<file path="config.mk">
export PLATFORM = sky130hd
export DESIGN_NAME = hazard_sequencer
export DESIGN_NICKNAME = d
export VERILOG_FILES = /design/src/rtl/hazard_pkg.sv /design/src/rtl/hazard_detect.sv /design/src/rtl/hazard_sequencer.sv
export SDC_FILE = /design/constraint.sdc
export NUM_CORES = 1
export LEC_CHECK = 0
export ABC_AREA = 1
export CAP_MARGIN = 20
export CELL_PAD_IN_SITES_DETAIL_PLACEMENT = 2
export CELL_PAD_IN_SITES_GLOBAL_PLACEMENT = 2
export CORE_MARGIN = 2
export CORE_UTILIZATION = 17
export DETAILED_ROUTE_END_ITERATION = 16
export GPL_ROUTABILITY_DRIVEN = 0
export GPL_TIMING_DRIVEN = 0
export PLACE_DENSITY = 0.9
export SYNTH_ARGS = -nofsm -noshare
export SYNTH_HDL_FRONTEND = slang
export SYNTH_SLANG_ARGS = --single-unit
</file>
<file path="constraint.sdc">
create_clock -name Clk -period 1.6 [get_ports Clk]
set_input_delay 0.16 -clock Clk [delete_from_list [all_inputs] [get_ports Clk]]
set_output_delay 0.16 -clock Clk [all_outputs]
set_load 0.01 [all_outputs]
</file>
<file path="src/rtl/hazard_pkg.sv">
// Shared types and stall-depth constants for the hazard sequencer.
package hazard_pkg;

    typedef enum logic [1:0] {
        RUN   = 2'd0,
        STALL = 2'd1,
        FLUSH = 2'd2
    } state_t;

    localparam logic [1:0] LOAD_USE_STALL = 2'd1;
    localparam logic [1:0] BR_ALU_STALL   = 2'd1;
    localparam logic [1:0] BR_LOAD_STALL  = 2'd2;

    function automatic logic [1:0] max2(input logic [1:0] a, input logic [1:0] b);
        return (a > b) ? a : b;
    endfunction

endpackage

</file>
<file path="src/rtl/hazard_detect.sv">
// Combinational stall-depth calculation: how many bubbles the ID instruction needs.
module hazard_detect
    import hazard_pkg::*;
(
    input  logic [4:0] IF_IDRs,
    input  logic [4:0] IF_IDRt,
    input  logic       UsesRt,
    input  logic       IsBranchOp,
    input  logic       JumpRegister,
    input  logic [4:0] ID_EXRegdst,
    input  logic       ID_EXRegWrite,
    input  logic       ID_EXMemRead,
    input  logic [4:0] EX_MemRegdst,
    input  logic       EX_MEMRegWrite,
    input  logic       EX_MEMMemRead,
    output logic [1:0] stall_n
);

    logic ex_hit;
    logic mem_hit;
    logic ex_load;
    logic ex_alu;
    logic mem_load;
    logic id_compare;

    // Register $0 never creates a dependency.
    assign ex_hit  = (ID_EXRegdst != 5'd0) &&
                     ((ID_EXRegdst == IF_IDRs) || (UsesRt && (ID_EXRegdst == IF_IDRt)));
    assign mem_hit = (EX_MemRegdst != 5'd0) &&
                     ((EX_MemRegdst == IF_IDRs) || (UsesRt && (EX_MemRegdst == IF_IDRt)));

    assign ex_load    = ID_EXRegWrite && ID_EXMemRead && ex_hit;
    assign ex_alu     = ID_EXRegWrite && !ID_EXMemRead && ex_hit;
    assign mem_load   = EX_MEMRegWrite && EX_MEMMemRead && mem_hit;
    assign id_compare = IsBranchOp || JumpRegister;

    always_comb begin
        stall_n = 2'd0;
        if (ex_load)
            stall_n = max2(stall_n, LOAD_USE_STALL);
        if (id_compare && ex_alu)
            stall_n = max2(stall_n, BR_ALU_STALL);
        if (id_compare && ex_load)
            stall_n = max2(stall_n, BR_LOAD_STALL);
        if (id_compare && mem_load)
            stall_n = max2(stall_n, BR_ALU_STALL);
    end

endmodule

</file>
<file path="src/rtl/hazard_sequencer.sv">
// Pipeline hazard sequencer: stalls, flushes and optional statistics.
// Optional feature macro: HAZARD_STATS_EN adds StallCycles/FlushCount outputs.
module hazard_sequencer
    import hazard_pkg::*;
(
    input  logic        Clk,
    input  logic        Reset,
    input  logic [4:0]  IF_IDRs,
    input  logic [4:0]  IF_IDRt,
    input  logic        UsesRt,
    input  logic        IsBranchOp,
    input  logic        Branch,
    input  logic        Jump,
    input  logic        JumpRegister,
    input  logic [4:0]  ID_EXRegdst,
    input  logic        ID_EXRegWrite,
    input  logic        ID_EXMemRead,
    input  logic [4:0]  EX_MemRegdst,
    input  logic        EX_MEMRegWrite,
    input  logic        EX_MEMMemRead,
    output logic        PCWrite,
    output logic        IF_IDWrite,
    output logic        Stall,
    output logic        IF_Flush
`ifdef HAZARD_STATS_EN
    ,
    output logic [31:0] StallCycles,
    output logic [31:0] FlushCount
`endif
);

    state_t     state, state_next;
    logic [1:0] cnt, cnt_next;
    logic [1:0] stall_n;
    logic       redirect;

    hazard_detect u_detect (
        .IF_IDRs        (IF_IDRs),
        .IF_IDRt        (IF_IDRt),
        .UsesRt         (UsesRt),
        .IsBranchOp     (IsBranchOp),
        .JumpRegister   (JumpRegister),
        .ID_EXRegdst    (ID_EXRegdst),
        .ID_EXRegWrite  (ID_EXRegWrite),
        .ID_EXMemRead   (ID_EXMemRead),
        .EX_MemRegdst   (EX_MemRegdst),
        .EX_MEMRegWrite (EX_MEMRegWrite),
        .EX_MEMMemRead  (EX_MEMMemRead),
        .stall_n        (stall_n)
    );

    assign redirect = Branch || Jump || JumpRegister;

    always_ff @(posedge Clk) begin
        if (Reset) begin
            state <= RUN;
            cnt   <= 2'd0;
        end else begin
            state <= state_next;
            cnt   <= cnt_next;
        end
    end

    always_comb begin
        state_next = state;
        cnt_next   = cnt;
        PCWrite    = 1'b1;
        IF_IDWrite = 1'b1;
        Stall      = 1'b0;
        IF_Flush   = 1'b0;
        case (state)
            RUN, FLUSH: begin
                // A hazard wins over a redirect; FLUSH ignores redirects entirely.
                if (stall_n != 2'd0) begin
                    PCWrite    = 1'b0;
                    IF_IDWrite = 1'b0;
                    Stall      = 1'b1;
                    if (stall_n == 2'd2) begin
                        state_next = STALL;
                        cnt_next   = 2'd1;
                    end else begin
                        state_next = RUN;
                    end
                end else if ((state == RUN) && redirect) begin
                    IF_Flush   = 1'b1;
                    state_next = FLUSH;
                end else begin
                    state_next = RUN;
                end
            end
            STALL: begin
                PCWrite    = 1'b0;
                IF_IDWrite = 1'b0;
                Stall      = 1'b1;
                cnt_next   = (cnt == 2'd0) ? 2'd0 : cnt - 2'd1;
                if (cnt_next == 2'd0)
                    state_next = RUN;
            end
            default: begin
                state_next = RUN;
                cnt_next   = 2'd0;
            end
        endcase
        if (Reset) begin
            PCWrite    = 1'b1;
            IF_IDWrite = 1'b1;
            Stall      = 1'b0;
            IF_Flush   = 1'b0;
        end
    end

`ifdef HAZARD_STATS_EN
    always_ff @(posedge Clk) begin
        if (Reset) begin
            StallCycles <= 32'd0;
            FlushCount  <= 32'd0;
        end else begin
            if (Stall && (StallCycles != 32'hFFFF_FFFF))
                StallCycles <= StallCycles + 32'd1;
            if (IF_Flush && (FlushCount != 32'hFFFF_FFFF))
                FlushCount <= FlushCount + 32'd1;
        end
    end
`endif

endmodule

</file>
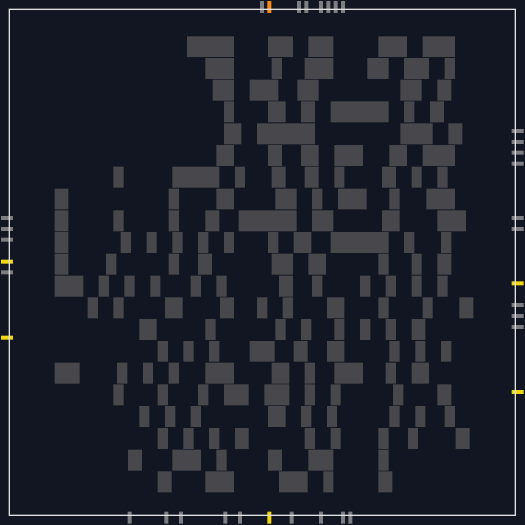
io_placement.png
Scale: 8 px per micron. Pins as bars across the die edge, other pins in grey.
Orange stands for ID_EXRegWrite, pins 1, direction input, edge north. Yellow stands for IF_IDRs, pins 5, direction input, edge 2 east, 2 west, 1 south.
Die Ht: 63.1 microns
die width: 63.1 microns
Port Buf Inserts: 34

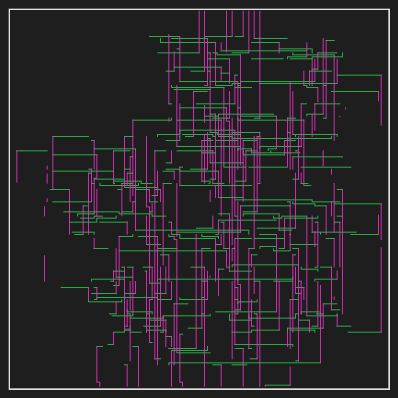
wires.png
Scale: 6 px per micron. Only two layers are drawn.
Green stands for metal 1, wire length 1120 microns. Magenta stands for metal 2, wire length 1420 microns.
final routed wirelength across all metal layers: 2.69 mm
mean routed wirelength per cell: 12.8 microns
combined global-route utilization of all metal layers: 0.140
number of vias after detailed routing: 908

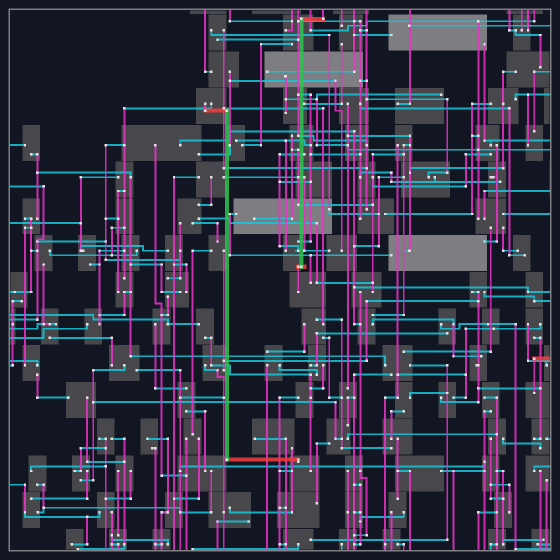
detail.png
Region (12, 12) to (52, 52) microns. Cells in grey, sequential cells in the stronger grey; small squares are vias.
Cyan stands for metal 1. Green stands for metal 4. Red stands for metal 3. Magenta stands for metal 2.
Sequential cells in the window: 4. 106 logic cells have their middle in the window. Netlist names of flops here include cnt (2), state (2). Most frequent: nand2_1 (39), inv_1 (9), nor2_2 (9).

==> run_results.csv <==
group,metric,value,unit
clock_network,cts-buffers-inserted,3,
synthesis,seq_cells_post_synth,4,
synthesis,yosys.area_share.adder,0,
final_layout,layout.nets,197,
timing,maxSlewHeadroom,0.787,
setup_path,cp_data_arrival_time,1370,ps
timing,final-hold-violation-count,0,
power,totalPowerFinal,0.000443,W
synthesis,ys_sh_xor,0.0295,
drt,dr.pass1.iters,2,
drt,drt_iter0_markers,12,
worst_hold_path,hold_path.startpoint,"ID_EXRegdst[0]",
clock_network,clockBufferDepth,2,
final_layout,final_core_util,0.304,
setup_path,worst_setup_path_category,"in -> out",
setup_path,path_cells,"clkdlybuf4s50_1 -> o21ai_4 -> nor2_2 -> nand2_2 -> nand3_2 -> nand2_2 -> buf_6 -> buf_6",
flow_run,cap_viol_max_count,0,
global_route,grt_pass1_vias,990,
synthesis,synth_simple_gate_area_share,0.597,
timing,timing.final.crit_period,1530,ps
clock_network,latest_clock_arrival_within_the_worst_skew_pair,240,ps
final_layout,dominant-cell-class,"combinational gates",
final_layout,seq-cell-share,0.0790,
power,ir_worst_vdd,103,uV
setup_path,worstSetupEndpoint,"PCWrite",
worst_hold_path,hold_path_class,"in -> reg",
run_status,outcome,"complete, no violations",
placed_design,detailedPlacementHpwl,2.19,mm
final_layout,layout.buffer.nonclock.area_share,0.284,
timing,timing_worst_slew_pin_value,317,ps
drt,drc,0,
final_layout,layout.sequential_cells,4,
die,initCoreUtil,0.178,
timing,maxClockFrequency,655,MHz
final_layout,clock_tree_area_fraction,0.0222,
timing,finalCritPeriodShare,0.954,
final_layout,mostFrequentLayoutCell,"nand2_1",
setup_path,critical-path-max-stage-delay,530,ps
synthesis,synth.yosys.num_cells,124,
timing,fin_worst_skew,0.965,ps
placed_design,detailed_place.area,991,sq um
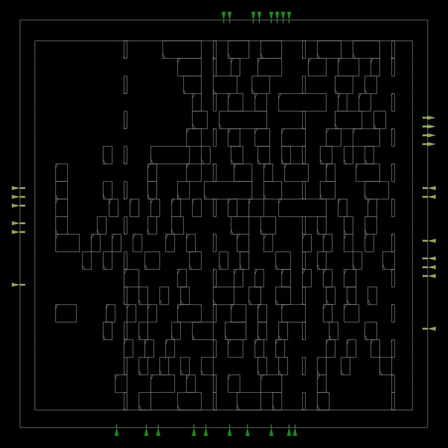
placement.png
standard-cell rows: 21
number of non-filler instances in the completed layout: 210
Tapcells: 46

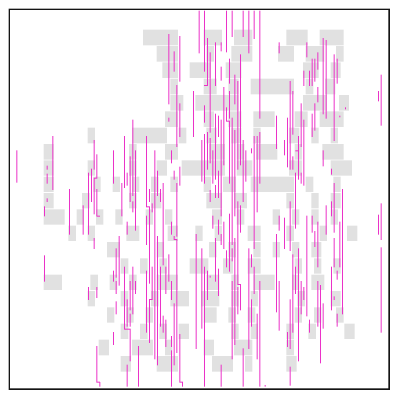
layer_met2.png
Scale: 6 px per micron.
The longest straight run is 34.7 microns. The layer carries 1420 microns of wire. The wires run mostly vertical.
met2 layer usage reported by global route: 0.267

critical path, delay by kind of cell:
kind                   cells  cell delay, ps
AOI/OAI and AO/OA          1              80
buffers and inverters      3             770
and+or+nand+nor            4             350
power breakdown:
part / internal (W) / switching [W] / total (W) / leakage, nW
sequential: 0.000104 / 0.00000269 / 0.000106 / 0.0325
clock: 0.0000841 / 0.0000446 / 0.000129 / 0.0138
combinational: 0.0000938 / 0.000114 / 0.000208 / 0.523
total: 0.000281 / 0.000161 / 0.000443 / 0.569
timing repair:
action                     CTS  global route
setup endpoints to repair    4             4
resized                     53            46
buffers inserted             3             0
pin swaps                   14            16
cell usage after synthesis (all sizes together):
cell / number / area share
buf: 1 / 0.013
o21ai: 2 / 0.017
nand3: 6 / 0.059
or2: 1 / 0.011
o31ai: 1 / 0.013
dfxtp: 4 / 0.14
inv: 21 / 0.13
a21oi: 6 / 0.051
nand4: 3 / 0.032
xnor2: 2 / 0.030
nor2: 19 / 0.12
nor3: 1 / 0.0084
nand2: 56 / 0.37
o211ai: 1 / 0.013
flip-flops by register name, indices dropped and copies added, names as in the netlist:
name	count
cnt	2
state	2
through the flow:
stage	setup WS [ps]	TNS, ps	hold WS, ps	cells
after floorplan	462	0	229	124
after global placement	-588	-2130	477	204
after detailed placement	-701	-2540	477	204
after CTS	7.28	0	368	210
after global routing	-0.784	-0.784	452	210
final	73.6	0	409	210
routing by layer:
layer	wire, microns	part of all wire	GRT usage	up-vias
li1	-	-	-	458
met1	1120	0.42	0.164	423
met2	1420	0.53	0.267	23
met3	105	0.039	0.0107	4
met4	44	0.016	0.0417	0
met5	0	0	0	-
logic make-up after synthesis:
kind of cell	count (synthesis)
simple gates	86
compound gates	10
xor+xnor	2
buf+inv	22
flops	4
Power and IR drop assume default switching activity.
